### src/rtl/delay_line_pkg.sv
// rtl/delay_line_pkg.sv - default sizing and latency constants for the delay line
package delay_line_pkg;

    localparam int DEPTH        = 16;
    localparam int SEL_WIDTH    = 4;
    localparam int PWM_WIDTH    = 8;
    localparam int PWM_DUTY     = 128;
    // tap register plus output register
    localparam int DELAY_OFFSET = 2;

endpackage

### src/rtl/pwm_gen.sv
// rtl/pwm_gen.sv - free-running PWM test pattern, high for PWM_DUTY of every 2**PWM_WIDTH cycles
module pwm_gen
    import delay_line_pkg::*;
#(
    parameter int PWM_WIDTH = delay_line_pkg::PWM_WIDTH,
    parameter int PWM_DUTY  = delay_line_pkg::PWM_DUTY
) (
    input  logic clk,
    input  logic rst_n,
    output logic pwm
);

    // One extra bit so a duty of 2**PWM_WIDTH compares as always-high.
    localparam logic [PWM_WIDTH:0]   DUTY_W = PWM_DUTY[PWM_WIDTH:0];
    localparam logic [PWM_WIDTH-1:0] ONE    = 1;

    logic [PWM_WIDTH-1:0] cnt;

    always_ff @(posedge clk or negedge rst_n) begin
        if (!rst_n) begin
            cnt <= '0;
            pwm <= 1'b0;
        end else begin
            cnt <= cnt + ONE;
            pwm <= ({1'b0, cnt} < DUTY_W);
        end
    end

endmodule

### src/rtl/delay_line.sv
// rtl/delay_line.sv - programmable tap delay line (DelaySelect + 2 cycles) with optional PWM source
// PWM generator compiled in only when DELAY_LINE_PWM_EN is defined; otherwise PWM is tied low.
module delay_line
    import delay_line_pkg::*;
#(
    parameter int DEPTH     = delay_line_pkg::DEPTH,
    parameter int SEL_WIDTH = delay_line_pkg::SEL_WIDTH,
    parameter int PWM_WIDTH = delay_line_pkg::PWM_WIDTH,
    parameter int PWM_DUTY  = delay_line_pkg::PWM_DUTY
) (
    input  logic                 clk,
    input  logic                 rst_n,
    input  logic [SEL_WIDTH-1:0] DelaySelect,
    input  logic                 SignalIn,
    output logic                 SignalOut,
    output logic                 PWM
);

    logic [DEPTH-1:0] tap;

    // Select is used live so a change takes effect on the very next edge.
    always_ff @(posedge clk or negedge rst_n) begin
        if (!rst_n) begin
            tap       <= '0;
            SignalOut <= 1'b0;
        end else begin
            tap       <= {tap[DEPTH-2:0], SignalIn};
            SignalOut <= tap[DelaySelect];
        end
    end

`ifdef DELAY_LINE_PWM_EN
    pwm_gen #(
        .PWM_WIDTH (PWM_WIDTH),
        .PWM_DUTY  (PWM_DUTY)
    ) u_pwm_gen (
        .clk   (clk),
        .rst_n (rst_n),
        .pwm   (PWM)
    );
`else
    assign PWM = 1'b0;
`endif

endmodule

### config.mk
export PLATFORM = sky130hd
export DESIGN_NAME = delay_line
export DESIGN_NICKNAME = d
export VERILOG_FILES = /design/src/rtl/delay_line_pkg.sv /design/src/rtl/pwm_gen.sv /design/src/rtl/delay_line.sv
export SDC_FILE = /design/constraint.sdc
export NUM_CORES = 1
export LEC_CHECK = 0
export ABC_AREA = 1
export CORE_MARGIN = 1
export CORE_UTILIZATION = 50
export DETAILED_ROUTE_END_ITERATION = 8
export PLACE_DENSITY = 0.7
export SYNTH_ARGS = -nofsm -noshare
export SYNTH_HDL_FRONTEND = slang
export SYNTH_SLANG_ARGS = --single-unit
### constraint.sdc
create_clock -name clk -period 1.9 [get_ports clk]
set_clock_uncertainty 0.15 [all_clocks]
set_input_delay 0.38 -clock clk [delete_from_list [all_inputs] [get_ports clk]]
set_output_delay 0.38 -clock clk [all_outputs]
set_load 0.01 [all_outputs]
Metal 3:
Drawn at 12 px/um.
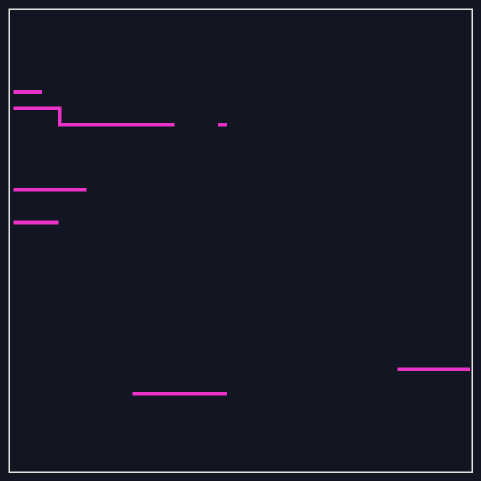
wire length on this layer	39.3 um
nets with wire on the layer	6
share of all routed wire	4.0%
longest straight run	9.40 um
via count: 431
Post-Route WL: 975 um

Wire density map:
Drawn at 10 px/um. 8 x 8 tiles, from black (low) to pale yellow (high), scaled to the fullest tile. Values are wire area over tile area, all layers added.
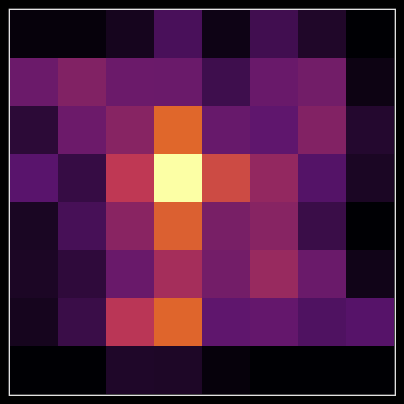
fullest tile	0.45
emptiest ninth of the die	lower left
tiles over half the peak	9.4%
nearly empty tiles	16%
densest ninth of the die	center
aggregate global-route resource usage: 18.18%
Wirelength per Cell: 10.37 um

Routed clock nets over the placement:
Drawn at 10 px/um.
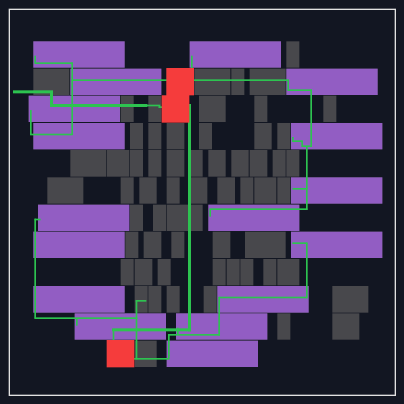
[cells driving clock nets] red | count: 3
[flip-flops] purple | count: 17
[clock wires] green | length: 184 um
routed clock nets	4

==> flow_metrics.tcl <==
# collected from the flow reports
set metrics [dict create \
    worstSetupEndpointType "output port" \
    clk_pin_slew_ns 0.09 \
    hold_viol_final 0 \
    dpl.cell_count 90 \
    cp_top_family "buffers and inverters" \
    holdPathStages 0 \
    gp_congestion 0.8297 \
    cp_max_fo 1 \
    drtPass1Iterations 4 \
    worstSkewPairLatency_ns 0.29 \
    syn_to_final_growth_pct 16.57 \
    max_stage_delay_ns 0.53 \
    chipWidth_um 38.45 \
    ys_ff 17 \
    netlist_area_um2 664.4 \
    reg2reg_slack_ns 0.86 \
    portBuffers 7 \
    setup_viol 0 \
    worstHoldEndpoint "tap[5]$_DFF_PN0_" \
    pwr-share-comb_pct 10.7 \
    detailedPlacementHpwl_um 709.8 \
    fp.dieH_um 38.45 \
    fillerInstances 103 \
    slowest_stage "clkdlybuf4s50_1" \
    flop_area_um2 425.4 \
    cellLeakagePower_nw 0.4152 \
    drc 0 \
    warnings 26 \
    grt_pass1_vias 422 \
    dieArea_mm2 0.001478 \
    htree_levels 1 \
    synth.avg_cell_area_um2 9.629 \
    hold_buffers 0 \
    ioPinCount 9 \
    yosys_area_um2 664.4 \
    fmax_mhz 596.6 \
    p_sw_mw 0.1527 \
    timing.final.crit_share_pct 88.22 \
    yosysWarnings 0 \
    cp-start-kind "register" \
    power.density_mw_per_mm2 837.0 \
    r2r_cells 6 \
    hold_path_class "register to register" \
    ant_nets 0 \
    overflow 0 \
    combGateArea_um2 152.6 \
    critPathRequiredTime_ns 1.37 \
    core_util_floorplan_pct 56.73 \
    drv_slew 0 \
    cts-resized-gates 0 \
    min_from "tap[4]$_DFF_PN0_" \
    critical_path_arrival_ns 1.15 \
    row_count 12 \
    synth_cell_types 10 \
    n_antenna_cell 0 \
    period_needed_ns 1.676 \
    drt-initial-drc-count 7 \
    clockBufferDepth 2 \
    r2r_end "SignalOut$_DFF_PN0_" \
    fin_cells 94 \
    cts_sinks 17 \
    ys_cells 69 \
    nNetsFinal 88 \
    cts_tree "done" \
    critPathBufInv 1 \
    path_cells "clkdlybuf4s50_1" \
    netlist_instances 69 \
    finalSetupTns_ns 0 \
    antenna_found_initial 0 \
    synth_nets 76 \
    max-vdd-ir-drop_uv 527.6 \
    seq_power_share_pct 60.3 \
    yosys.stat.seqShare_pct 64.03 \
    core_mm2 0.001171 \
    drv_cap 0 \
    worstReg2RegStart "tap[6]$_DFF_PN0_" \
    drive_above_1_share_pct 15.00 \
    critPathKind "register to output port" \
    rsz0062_at_grt "false" \
    grt_pass1_wl_mm 1.718 \
    switching_share_pct 23.55 \
    clkPwrFrac_pct 29.0 \
    cellInternalPower_mw 0.4956 \
    post_cts_buffers 0 \
    cts_made_buffers 3 \
    grt_max_degree 18 \
    cts_root_buffer "clkbuf_4" \
    status "finished clean" \
    routed_via_density 4.585 \
]
## per-layer routing
metal  vias to the layer above  track usage (%)  wire length, um
met1                       199            22.39              469
met5                         -                0                0
met4                         0            12.07               22
li1                        223                -                -
met2                         7            27.54              443
met3                         2            5.233               39
## layout make-up
class | count | share of cell area (%)
Clock buffer | 4 | 3.393
Multi-Input combinational cell | 34 | 19.71
Inverter | 16 | 8.724
Sequential cell | 17 | 54.93
Timing Repair Buffer | 9 | 10.99
Tap cell | 14 | 2.262
## placed cells by master (no fill, tap or decap)
master	count
clkdlybuf4s50_1	7
dfrtp_1	17
inv_1	13
nand2_1	17
inv_2	2
inv_8	1
nand3_1	12
nand2_2	4
conb_1	1
clkbuf_1	1
clkbuf_4	3
buf_4	2
## cells in the mapped netlist
library cell	instances	area share (%)
dfrtp_1	17	64
nand2_1	17	9.6
inv_1	13	7.3
nand3_1	12	9.0
nand2_2	4	3.8
inv_2	2	1.1
buf_4	1	1.1
buf_6	1	1.7
conb_1	1	0.56
inv_8	1	1.7
## power groups by stage
stage | Combinational (mW) | Clock [mW] | Sequential [mW]
after floorplan | 0.0378 | 0 | 0.397
after global placement | 0.0689 | 0 | 0.398
after detailed placement | 0.0704 | 0 | 0.398
after CTS | 0.0706 | 0.194 | 0.391
after global routing | 0.0809 | 0.211 | 0.393
final | 0.0694 | 0.188 | 0.391
## per-stage QoR
stage / utilization (%) / total power, mW / setup WS [ns] / hold WS, ns / instance area (um^2)
final: 66.13 / 0.6483 / 0.2239 / 0.2335 / 774.5
after global routing: 66.13 / 0.6850 / 0.1901 / 0.2431 / 774.5
after CTS: 66.13 / 0.6561 / 0.2112 / 0.2340 / 774.5
after detailed placement: 63.89 / 0.4687 / 0.2004 / 0.2108 / 748.2
after global placement: 63.89 / 0.4670 / 0.2391 / 0.2101 / 748.2
after floorplan: - / 0.4352 / 0.7931 / -0.06559 / 664.4
## registers in the layout, summed over array words and instances, names as in the netlist
register,count
tap,16
SignalOut,1
## worst max path at each step
stage	startpoint	endpoint	depth (start not counted)
after floorplan	DelaySelect[0]	SignalOut$_DFF_PN0_	7
after global placement	DelaySelect[0]	SignalOut$_DFF_PN0_	9
after global routing	SignalOut$_DFF_PN0_	SignalOut	1
after CTS	SignalOut$_DFF_PN0_	SignalOut	1
final	SignalOut$_DFF_PN0_	SignalOut	1
after detailed placement	DelaySelect[0]	SignalOut$_DFF_PN0_	9
## cell families (layout without fill, tap and decap cells)
| family | after synthesis | count (layout) | share of synthesized area (%) |
|---|---|---|---|
| buf+inv | 18 | 29 | 13.00 |
| simple gates | 33 | 33 | 22.41 |
| flops | 17 | 17 | 64.03 |
| other cells | 1 | 1 | 0.5644 |
Power and IR drop assume default switching activity.
